Figure 1. The metal 1 layer (run 1).
The bar under the picture is 20 µm long. Supply wires on this layer in grey.
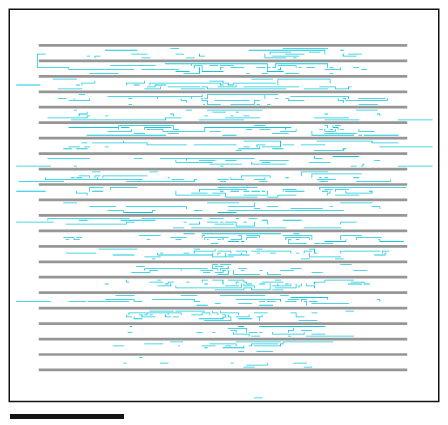
Figure 2. Signal wires on met2 (run 1).
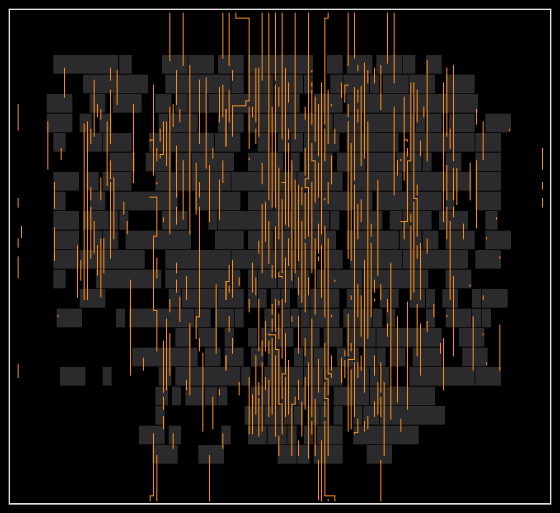
Figure 3. Signal wires on met3 (run 1).
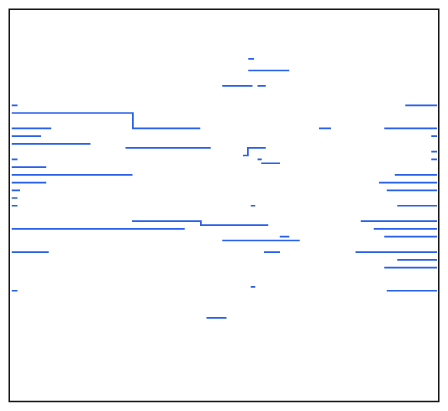
==> config.mk <==
export PLATFORM = sky130hd
export DESIGN_NAME = alu_op_sequencer
export DESIGN_NICKNAME = d
export VERILOG_FILES = /design/src/rtl/alu_op_sequencer.sv
export SDC_FILE = /design/constraint.sdc
export NUM_CORES = 1
export LEC_CHECK = 0
export ABC_AREA = 1
export ABC_CLOCK_PERIOD_IN_PS = 1050
export CORE_ASPECT_RATIO = 0.9
export CORE_MARGIN = 5
export CORE_UTILIZATION = 36
export DETAILED_ROUTE_END_ITERATION = 6
export PLACE_DENSITY = 0.75
export RECOVER_POWER = 50
export SLEW_MARGIN = 10
export SYNTH_ARGS = -nofsm -noshare
export SYNTH_HDL_FRONTEND = slang
export SYNTH_SLANG_ARGS = --single-unit
==> constraint.sdc <==
create_clock -name clock -period 1.05 [get_ports clock]
set_input_delay 0.105 -clock clock [delete_from_list [all_inputs] [get_ports clock]]
set_output_delay 0.105 -clock clock [all_outputs]
set_load 0.01 [all_outputs]
==> metrics.yaml, run 1 <==
sta:
  fin_ws_ps: -219
  finalClockPeriodUsage: 1.21
  max_slew.worst_pin.slew_ps: 751
  maxClockFrequency_mhz: 788
  maxSlewHeadroom: 0.499
  setup_viol: 35
detailed_routing:
  drtIter0Drc: 83
  route.detailed.drc: 0
  drt-vias-per-instance: 4.68
yosys:
  synth_cell_types: 18
  synthTopCellsByArea: "dfrtp_1 54%, nand2_1 19%, nand3_1 8.7%, inv_1 4.3%, nor2_1 2.2%"
  edf_count: 0
  top_area_cell: "dfrtp_1"
  synth_area_per_cell_um2: 8.28
  synth.top_cell.area_share: 0.543
  netlist_area_um2: 1380
  most_common_cell: "nand2_1"
  postSynthSeqShare: 0.543
  yosysWarningCount: 0
clocking:
  cts_max_path_buffers: 2
  clkSinkCount: 30
  numCtsBuffers: 5
  postCtsHoldBufs: 0
  cts_tree: "done"
die:
  fp.dieH_um: 68.8
  chipArea_um2: 5180
  num_rows: 21
  boundaryPins: 66
place:
  hpwlAfterDp_um: 2560
power:
  ir_drop_uv: 1210
  power.internal_w: 0.00478
  p_per_area_nw_per_um2: 3070
setup_path:
  arrival_ps: 1430
  crit_type: "flop to flop"
finish:
  regArea_um2: 751
  drive_gt1_frac: 0.436
  utilization: 0.698
global_route:
  antenna_found_initial: 0
  grt_pass1_wl_um: 6380
outcome:
  violations: "setup timing"
  status: "finished with violations"
hold_path:
  hp-class: "primary input to asynchronous set/reset pin"
About Figure 1:
The layer carries 1700 µm of wire. The wires run mostly horizontal.
final wirelength: 4160 µm
routing usage on met1: 0.202
via count: 1461

About Figure 2:
The layer holds 49% of the routed length. The longest straight run is 30.3 µm. The wires run mostly vertical. The layer carries 2040 µm of wire. 243 nets have wire on it.
Global Route met2 Usage: 0.265

About Figure 3:
42 nets have wire on it. The longest straight run is 30.1 µm. The layer carries 338 µm of wire. The layer holds 8.1% of the routed length. The wires run mostly horizontal.
met3 Resource Use GR: 0.0667

run 1: cell usage in the layout (no fill, tap or decap):
cell type | synthesis | layout
inv_1 | 16 | 10
nand3_1 | 24 | 17
nand3_2 | 0 | 6
inv_2 | 1 | 7
clkbuf_8 | 1 | 5
clkdlybuf4s50_1 | 0 | 24
nand2_8 | 0 | 1
clkbuf_1 | 0 | 2
o21ai_4 | 0 | 1
nor2_1 | 8 | 5
nand2_1 | 69 | 41
nor2_2 | 1 | 4
clkbuf_2 | 0 | 8
nand3_4 | 1 | 2
o21ai_1 | 5 | 4
a21oi_1 | 1 | 1
buf_12 | 0 | 5
buf_6 | 2 | 14
nand2_2 | 3 | 22
buf_8 | 1 | 1
buf_4 | 1 | 24
clkbuf_16 | 0 | 1
dfrtp_1 | 30 | 30
nor3_2 | 0 | 1
clkdlybuf4s15_1 | 0 | 16
buf_2 | 0 | 4
nor2_4 | 1 | 1
nand2_4 | 1 | 9
run 1: area by class of cell:
class / count / share of cell area
Clock buffer: 7 / 0.0295
Tap cell: 46 / 0.0223
Timing Repair Buffer: 97 / 0.363
Inverter: 17 / 0.0247
Sequential cell: 30 / 0.290
Multi-Input combinational cell: 115 / 0.270
run 1: layer usage:
metal / vias up / wire length [µm] / share of wire
li1: 720 / - / -
met1: 675 / 1700 / 0.41
met2: 56 / 2040 / 0.49
met3: 10 / 337 / 0.081
met4: 0 / 78 / 0.019
met5: - / 0 / 0
run 1: timing repair:
item / CTS / global route
setup buffers: 15 / 6
pin swaps: 13 / 11
setup endpoints to repair: 59 / 50
gates resized: 93 / 64
cloned: 1 / 1
run 1: power groups by stage:
stage	logic [W]	registers [W]	clock network [W]
2_1_floorplan	0.00154	0.00223	0
3_3_place_gp	0.00345	0.00201	0
3_5_place_dp	0.00352	0.00202	0
4_1_cts	0.00440	0.00200	0.000861
5_1_grt	0.00544	0.00216	0.000918
6_report	0.00502	0.00209	0.000832
run 1: cells by family (layout without fill, tap and decap cells):
family | Yosys count | in the layout | synth area share
AND/OR/NAND/NOR | 109 | 109 | 0.347
AND-OR/OR-AND | 6 | 6 | 0.0217
buffers and inverters | 22 | 121 | 0.0887
flip-flops | 30 | 30 | 0.543
run 1: critical path: stages, from the launching register on:
cell and delay [ps]:
dfrtp_1 390, buf_6 140, buf_6 120, buf_12 130
nor2_4 150, nand2_4 110, nand2_1 70, nand2_1 50
run 1: metrics by stage:
stage	std cells	setup WS, ps	hold slack [ps]	area [µm²]	TNS, ps
finish	312	-219	359	2590	-5400
global route	312	-255	391	2590	-6960
CTS	307	-185	190	2440	-4880
detailed placement	284	-320	458	2110	-6860
global placement	284	-282	455	2110	-5810
floorplan	167	-12.2	-191	1390	-73.4
Figure 4. Congestion heat map (run 1).
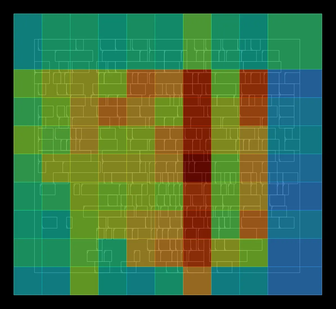

--- run 2 (diff from run 1) ---
RECOVER_POWER = 100   (was 50)
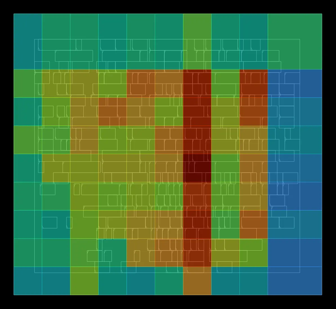
Figure 5: run 2, congestion heat map.
fin util: 0.696
WL/cell: 13.4 µm

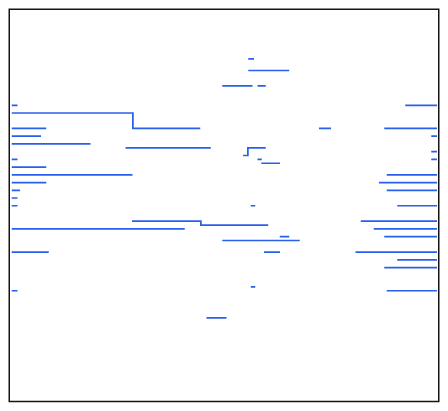
Figure 6: run 2, signal wires on met3.
The longest straight run is 30.1 µm. The layer carries 338 µm of wire. 42 nets have wire on it.
final wirelength: 4170 µm
via count: 1459

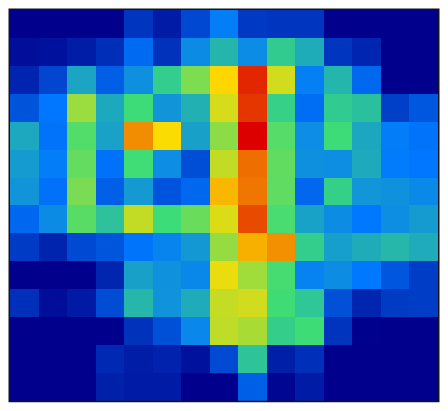
Figure 7: run 2, wiring heat map.
15 x 14 tiles, from dark blue (low) to red (high), scaled to the fullest tile. Values are wire area over tile area, all layers added.
The fullest tile reaches 0.47. 20% of the tiles are over half the peak. The mean over all tiles is 0.13.
Tot GR Track Use: 0.162

==> metrics.yaml, run 2 <==
outcome:
  status: "finished with violations"
  violations: "setup timing"
sta:
  maxSlewHeadroom: 0.499  # about the same
  fin_ws_ps: -219  # +0.328 ps
  setup_viol: 35  # unchanged
  max_slew.worst_pin.slew_ps: 751  # -0.000536 ps
  maxClockFrequency_mhz: 788  # about the same
die:
  num_rows: 21  # unchanged
  chipArea_um2: 5180  # unchanged
  fp.dieH_um: 68.8  # unchanged
  boundaryPins: 66  # unchanged
yosys:
  ys_sh_aoi: 0.0217  # unchanged
  most_common_cell: "nand2_1"
  adder_share: 0  # unchanged
  top_logic_kind: "simple AND/OR/NAND/NOR gates"
  ys_sh_mux: 0  # unchanged
  edf_count: 0  # unchanged
  synth_cell_types: 18  # unchanged
  synthTopCellsByArea: "dfrtp_1 54%, nand2_1 19%, nand3_1 8.7%, inv_1 4.3%, nor2_1 2.2%"
  synth.top_cell.area_share: 0.543  # unchanged
  synth_area_per_cell_um2: 8.28  # unchanged
  xor_share: 0  # unchanged
  yosysWarningCount: 0  # unchanged
finish:
  lay_top_count: "nand2_1"
  finalInstanceArea_um2: 2580  # -0.34%
  drive_gt1_frac: 0.410  # -0.0263
  final_cell_mix: "41 x nand2_1, 30 x dfrtp_1, 24 x clkdlybuf4s50_1, 24 x buf_4, 22 x nand2_2"
place:
  dpl_cell_area_um2: 2110  # unchanged
  hpwlAfterDp_um: 2560  # unchanged
global_route:
  met2_usage: 0.265  # unchanged
  grt_pass1_wl_um: 6380  # unchanged
  antenna_found_initial: 0  # unchanged
  grtUsageMet1: 0.202  # unchanged
clocking:
  clkSinkCount: 30  # unchanged
  cts_max_path_buffers: 2  # unchanged
  cts_tree: "done"
  postCtsHoldBufs: 0  # unchanged
  numCtsBuffers: 5  # unchanged
detailed_routing:
  drtIter0Drc: 76  # -8.4%
  drt-vias-per-instance: 4.68  # -0.14%
  route.detailed.drc: 0  # unchanged
power:
  ir_drop_uv: 1210  # about the same
setup_path:
  arrival_ps: 1430  # about the same
  crit_type: "flop to flop"
==> run 2: layout make-up <==
class / count / area [µm²] / share of cell area
Timing Repair Buffer: 97 / 930 / 0.361
Inverter: 17 / 63.8 / 0.0248
Tap cell: 46 / 57.6 / 0.0223
Clock buffer: 7 / 76.3 / 0.0296
Multi-Input combinational cell: 115 / 699 / 0.271
Sequential cell: 30 / 751 / 0.291
==> run 2: cell families after synthesis <==
family / Yosys count
flip-flops: 30
AND-OR/OR-AND: 6
AND/OR/NAND/NOR: 109
buffers and inverters: 22
==> run 2: report_power, final <==
part / switching, W / total [W] / internal, W
clock network: 0.000378 / 0.000832 / 0.000454
logic: 0.00239 / 0.00499 / 0.00261
registers: 0.000400 / 0.00209 / 0.00169
total: 0.00316 / 0.00791 / 0.00475
==> run 2: critical path, cell delays in order (launching register included) <==
cell     delay [ps]
dfrtp_1         390
buf_6           140
buf_6           120
buf_12          130
nor2_4          150
nand2_4         110
nand2_1          70
nand2_1          50
==> run 2: through the flow <==
stage / hold slack, ps / std cells / setup TNS (ps) / setup slack [ps]
floorplan: -191 / 167 / -73.4 / -12.2
detailed placement: 458 / 284 / -6860 / -320
global placement: 455 / 284 / -5810 / -282
finish: 359 / 312 / -5390 / -219
CTS: 190 / 307 / -4880 / -185
global route: 391 / 312 / -6960 / -255
==> run 2: timing repair <==
action / in CTS / in global routing
gates resized: 93 / 64
pin swaps: 13 / 11
setup endpoints to repair: 59 / 50
buffers inserted: 15 / 6
gates cloned: 1 / 1
==> run 2: per-layer routing <==
metal	wire length, µm	vias up
met1	1710	673
met5	0	-
met4	78	0
li1	-	720
met2	2040	56
met3	338	10
Power and IR drop assume default switching activity.
